**Sequential cells coloured by netlist name**

Drawn at 1.5 px/µm. Other sequential cells in the stronger grey, the rest of the logic in the fainter grey.
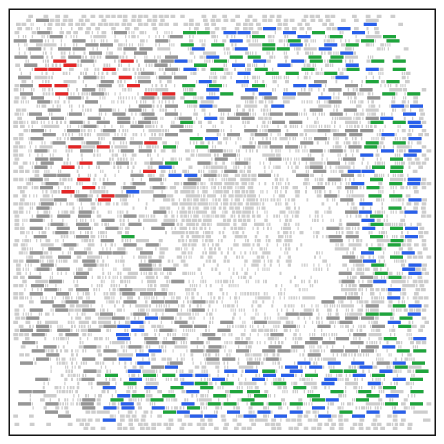
**Layout detail**

Window x 129 to 154, y 129 to 154 µm. Cells in grey, sequential cells in the stronger grey; small squares are vias.
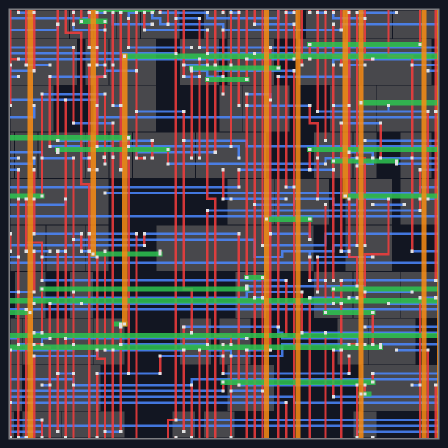
**Cell sizes after repair**

Drawn at 1.5 px/µm.
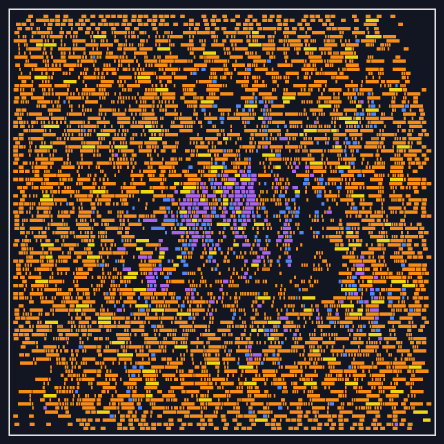
**Met2 routing**

Drawn at 1.5 px/µm.
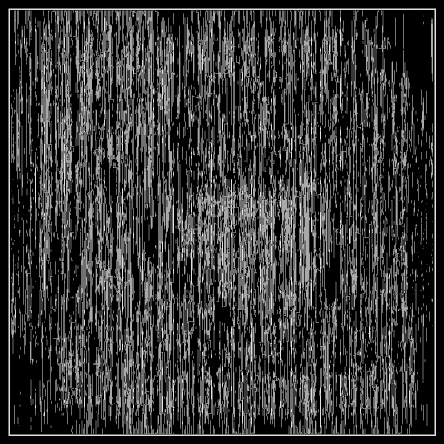
--- config.mk ---
export PLATFORM = sky130hd
export DESIGN_NAME = mem_vec_sequencer
export DESIGN_NICKNAME = d
export VERILOG_FILES = /design/src/rtl/mem_vec_sequencer.sv
export SDC_FILE = /design/constraint.sdc
export NUM_CORES = 1
export LEC_CHECK = 0
export ABC_AREA = 1
export CORE_MARGIN = 1.5
export CORE_UTILIZATION = 40
export CTS_CLUSTER_SIZE = 16
export DETAILED_ROUTE_END_ITERATION = 6
export GPL_TIMING_DRIVEN = 0
export PLACE_DENSITY_LB_ADDON = 0.1
export SETUP_SLACK_MARGIN = 0.4
export SYNTH_ARGS = -nofsm -noshare
export SYNTH_HDL_FRONTEND = slang
export SYNTH_SLANG_ARGS = --single-unit
--- constraint.sdc ---
create_clock -name clk -period 3.7 [get_ports clk]
set_clock_uncertainty 0.2 [all_clocks]
set_input_delay 0.74 -clock clk [delete_from_list [all_inputs] [get_ports clk]]
set_output_delay 0.74 -clock clk [all_outputs]
set_load 0.05 [all_outputs]
--- src/rtl/mem_vec_sequencer.sv ---
// EX/MEM consumer: unpacks bufferIn, sequences scalar/vector data-memory beats, emits the MEM/WB bundle.
// Optional MEM_SEQ_BOUNDS_EN: beats above MEM_LIMIT are suppressed and raise a sticky memFault.
module mem_vec_sequencer #(
   parameter int N         = 24,
   parameter int M         = 6,
   parameter int AW        = 16,
   parameter int BW        = 2*N*M+18,
   parameter int MEM_LIMIT = 2**AW-1
) (
   input  logic              clk,
   input  logic              rst,
   input  logic              flush,
   input  logic              inValid,
   input  logic [BW-1:0]     bufferIn,
   output logic              stall,
   output logic [AW-1:0]     memAddr,
   output logic [N-1:0]      memWData,
   output logic              memWE,
   output logic              memRE,
   input  logic [N-1:0]      memRData,
   output logic              wbValid,
   output logic [3:0]        wbRc,
   output logic              wbRegWrite,
   output logic              wbRegWriteV,
   output logic              wbModeSel,
   output logic              wbMemToReg,
   output logic [N*M-1:0]    wbData,
   output logic              memFault
);

   localparam int VW = N*M;
   localparam int LW = (M > 1) ? $clog2(M) : 1;

   typedef enum logic [1:0] {IDLE, STORE, LOAD, DRAIN} state_t;

   state_t          state;
   logic [LW-1:0]   lane, lane_nx, last_lane, pend_lane;
   logic            at_last, pend, pend_oob, mode;
   logic [AW-1:0]   base, nx_addr;
   logic [VW-1:0]   sdata, alu, ld_data, ld_merged;
   logic [3:0]      p_rc;
   logic            p_rw, p_rwv, p_m2r;
   logic            acc_ok, nx_ok;

   logic [VW-1:0]   in_sdata, in_alu;
   logic [3:0]      in_rc;
   logic            in_rw, in_m2r, in_mw, in_mode, in_rwv;
   logic            unused_fields;

   assign in_sdata = bufferIn[VW-1:0];
   assign in_rc    = bufferIn[VW +: 4];
   assign in_rw    = bufferIn[VW+4];
   assign in_m2r   = bufferIn[VW+5];
   assign in_mw    = bufferIn[VW+6];
   assign in_alu   = bufferIn[VW+10 +: VW];
   assign in_mode  = bufferIn[2*VW+16];
   assign in_rwv   = bufferIn[2*VW+17];
   // Flags, opCode and opType are consumed upstream.
   assign unused_fields = ^{bufferIn[VW+7 +: 3], bufferIn[2*VW+10 +: 6]};

   assign stall     = (state != IDLE);
   assign lane_nx   = lane + LW'(1);
   assign last_lane = mode ? LW'(M-1) : '0;
   assign at_last   = (lane == last_lane);
   assign nx_addr   = base + AW'(lane_nx);

   // Load beat k lands one edge after its issue cycle; merge it so DRAIN can commit in the same edge.
   always_comb begin
      ld_merged = ld_data;
      if (pend) ld_merged[pend_lane*N +: N] = pend_oob ? '0 : memRData;
   end

   always_ff @(posedge clk or negedge rst) begin
      if (!rst) begin
         state       <= IDLE;
         lane        <= '0;
         pend        <= 1'b0;
         pend_lane   <= '0;
         pend_oob    <= 1'b0;
         mode        <= 1'b0;
         base        <= '0;
         sdata       <= '0;
         alu         <= '0;
         ld_data     <= '0;
         p_rc        <= '0;
         p_rw        <= 1'b0;
         p_rwv       <= 1'b0;
         p_m2r       <= 1'b0;
         memAddr     <= '0;
         memWData    <= '0;
         memWE       <= 1'b0;
         memRE       <= 1'b0;
         wbValid     <= 1'b0;
         wbRc        <= '0;
         wbRegWrite  <= 1'b0;
         wbRegWriteV <= 1'b0;
         wbModeSel   <= 1'b0;
         wbMemToReg  <= 1'b0;
         wbData      <= '0;
      end else begin
         wbValid <= 1'b0;
         pend    <= 1'b0;
         if (pend) ld_data <= ld_merged;
         if (flush) begin
            state <= IDLE;
            lane  <= '0;
            memWE <= 1'b0;
            memRE <= 1'b0;
         end else begin
            case (state)
               IDLE: if (inValid) begin
                  base  <= in_alu[AW-1:0];
                  sdata <= in_sdata;
                  alu   <= in_alu;
                  mode  <= in_mode;
                  lane  <= '0;
                  p_rc  <= in_rc;
                  p_rw  <= in_rw;
                  p_rwv <= in_rwv;
                  p_m2r <= in_m2r & ~in_mw;
                  if (in_mw) begin
                     state    <= STORE;
                     memAddr  <= in_alu[AW-1:0];
                     memWData <= in_sdata[N-1:0];
                     memWE    <= acc_ok;
                  end else if (in_m2r) begin
                     state   <= LOAD;
                     memAddr <= in_alu[AW-1:0];
                     memRE   <= acc_ok;
                     ld_data <= '0;
                  end else begin
                     wbValid     <= 1'b1;
                     wbData      <= in_alu;
                     wbRc        <= in_rc;
                     wbRegWrite  <= in_rw;
                     wbRegWriteV <= in_rwv;
                     wbModeSel   <= in_mode;
                     wbMemToReg  <= 1'b0;
                  end
               end
               STORE: begin
                  if (!at_last) begin
                     lane     <= lane_nx;
                     memAddr  <= nx_addr;
                     memWData <= sdata[lane_nx*N +: N];
                     memWE    <= nx_ok;
                  end else begin
                     state       <= IDLE;
                     memWE       <= 1'b0;
                     wbValid     <= 1'b1;
                     wbData      <= alu;
                     wbRc        <= p_rc;
                     wbRegWrite  <= p_rw;
                     wbRegWriteV <= p_rwv;
                     wbModeSel   <= mode;
                     wbMemToReg  <= p_m2r;
                  end
               end
               LOAD: begin
                  pend      <= 1'b1;
                  pend_lane <= lane;
                  pend_oob  <= ~memRE;
                  if (!at_last) begin
                     lane    <= lane_nx;
                     memAddr <= nx_addr;
                     memRE   <= nx_ok;
                  end else begin
                     state <= DRAIN;
                     memRE <= 1'b0;
                  end
               end
               DRAIN: begin
                  state       <= IDLE;
                  wbValid     <= 1'b1;
                  wbData      <= ld_merged;
                  wbRc        <= p_rc;
                  wbRegWrite  <= p_rw;
                  wbRegWriteV <= p_rwv;
                  wbModeSel   <= mode;
                  wbMemToReg  <= p_m2r;
               end
               default: state <= IDLE;
            endcase
         end
      end
   end

`ifdef MEM_SEQ_BOUNDS_EN
   localparam logic [AW:0] LIMIT = (AW+1)'(MEM_LIMIT);

   // Bound check uses the unwrapped sum so a wrapping beat counts as out of range.
   assign acc_ok = ({1'b0, in_alu[AW-1:0]} <= LIMIT);
   assign nx_ok  = (({1'b0, base} + (AW+1)'(lane_nx)) <= LIMIT);

   always_ff @(posedge clk or negedge rst) begin
      if (!rst) begin
         memFault <= 1'b0;
      end else if (!flush &&
                   ((state == IDLE && inValid && (in_mw || in_m2r) && !acc_ok) ||
                    ((state == STORE || state == LOAD) && !at_last && !nx_ok))) begin
         memFault <= 1'b1;
      end
   end
`else
   logic [31:0] unused_limit;

   assign acc_ok       = 1'b1;
   assign nx_ok        = 1'b1;
   assign memFault     = 1'b0;
   assign unused_limit = MEM_LIMIT;
`endif

endmodule
==> metrics.csv <==
metric;value;unit
status;complete, no violations;
RSZ-0062 raised after global routing;yes;
Data buffer area share;17.1;%
Dominant cell area share;51.5;%
initial core utilization;40.5;%
num rows;102;
clk ins delay skew pair;0.62;ns
startpoint types;register;
R2R Setup Slk;0.40;ns
synthesized area;0.0314;mm²
area fraction in xor and xnor cells;0.283;%
initial antenna violation count;11;
# setup viols final;0;
reported sequential group power;12.1;mW
core box area;0.0775;mm²
Post-Synth AOI/OAI Area;13.4;%
Global Route met3 Usage;5.84;%
Worst slew margin;23.2;%
max_cap viols;0;
share of cells above drive strength 1;12.3;%
CP Class;reg -> reg;
Sequential Power Share;30.7;%
global-route wire length before repair;187000;µm
Comb area share;34.1;%
r2r endpoint;wbData[12];
Synth cell types;47;
Pint;21.1;mW
vias in the first global route;29600;
Worst Path Arrival;3.58;ns
drt pass-1 iters;5;
Vias/cell;5.29;
total track usage;30.7;%
placed instance count;5569;
Hold Path End;sdata[75];
mux share;0.830;%
CP peak stage delay;0.58;ns
via count;30600;
Hold WC Path Type;reg -> reg;
Area-dominant class;registers;
Synth top cells by count;nand2_1 (1,407), dfrtp_1 (645), nor2_1 (390);
DP HPWL;94600;µm
## Picture notes: 'sequential cells coloured by netlist name'
[green] alu | flops: 129
[red] memWData | flops: 24 | where: upper left
[blue] wbData | flops: 144 | where: all over the die
not coloured: 348
Seq/total area: 37.8%
Flop area: 0.0161 mm²

## Picture notes: 'layout detail'
[orange] metal 4
[blue] metal 1
[green] metal 3
[red] metal 2
most frequent: nand2_1 (11), buf_4 (9), nor2_4 (5)
cells with their middle in the window: 61
sequential cells in the window: 0

## Picture notes: 'cell sizes after repair'
[blue] _2 cells | cells: 253
[purple] _3 and _4 cells | cells: 188
[orange] _0 and _1 cells | cells: 4,164
[yellow] _6 and larger | cells: 142
bufs w/o clock: 862
Synth-to-Final Area Change: 36.0%

## Picture notes: 'met2 routing'
wire length on this layer: 59.9 mm
longest straight run: 120 µm
share of all routed wire: 47%
nets with wire on the layer: 4,021
main direction: vertical

[per-stage QoR]
stage / power, mW / TNS, ns / instance area, µm² / worst slack, ns / hold slack, ns
4_1_cts: 38.4 / 0 / 41500 / 0.369 / 0.268
5_1_grt: 41.7 / 0 / 42700 / 0.288 / 0.282
6_report: 39.6 / 0 / 42700 / 0.399 / 0.266
2_1_floorplan: 23.1 / 0 / 31400 / 0.441 / 0.237
3_3_place_gp: 30.0 / - / 37900 / -28.63 / 0.249
3_5_place_dp: 30.0 / -124.81 / 38000 / -1.07 / 0.253
[flip-flops by register name, indices dropped and copies added (netlist names), 4 cells and up]
signal	flops
alu	129
base	15
ld_data	144
memAddr	16
memWData	24
p_rc	4
sdata	144
wbData	144
wbRc	4
Power figures rest on the tool's default switching activity, not on a simulated workload.
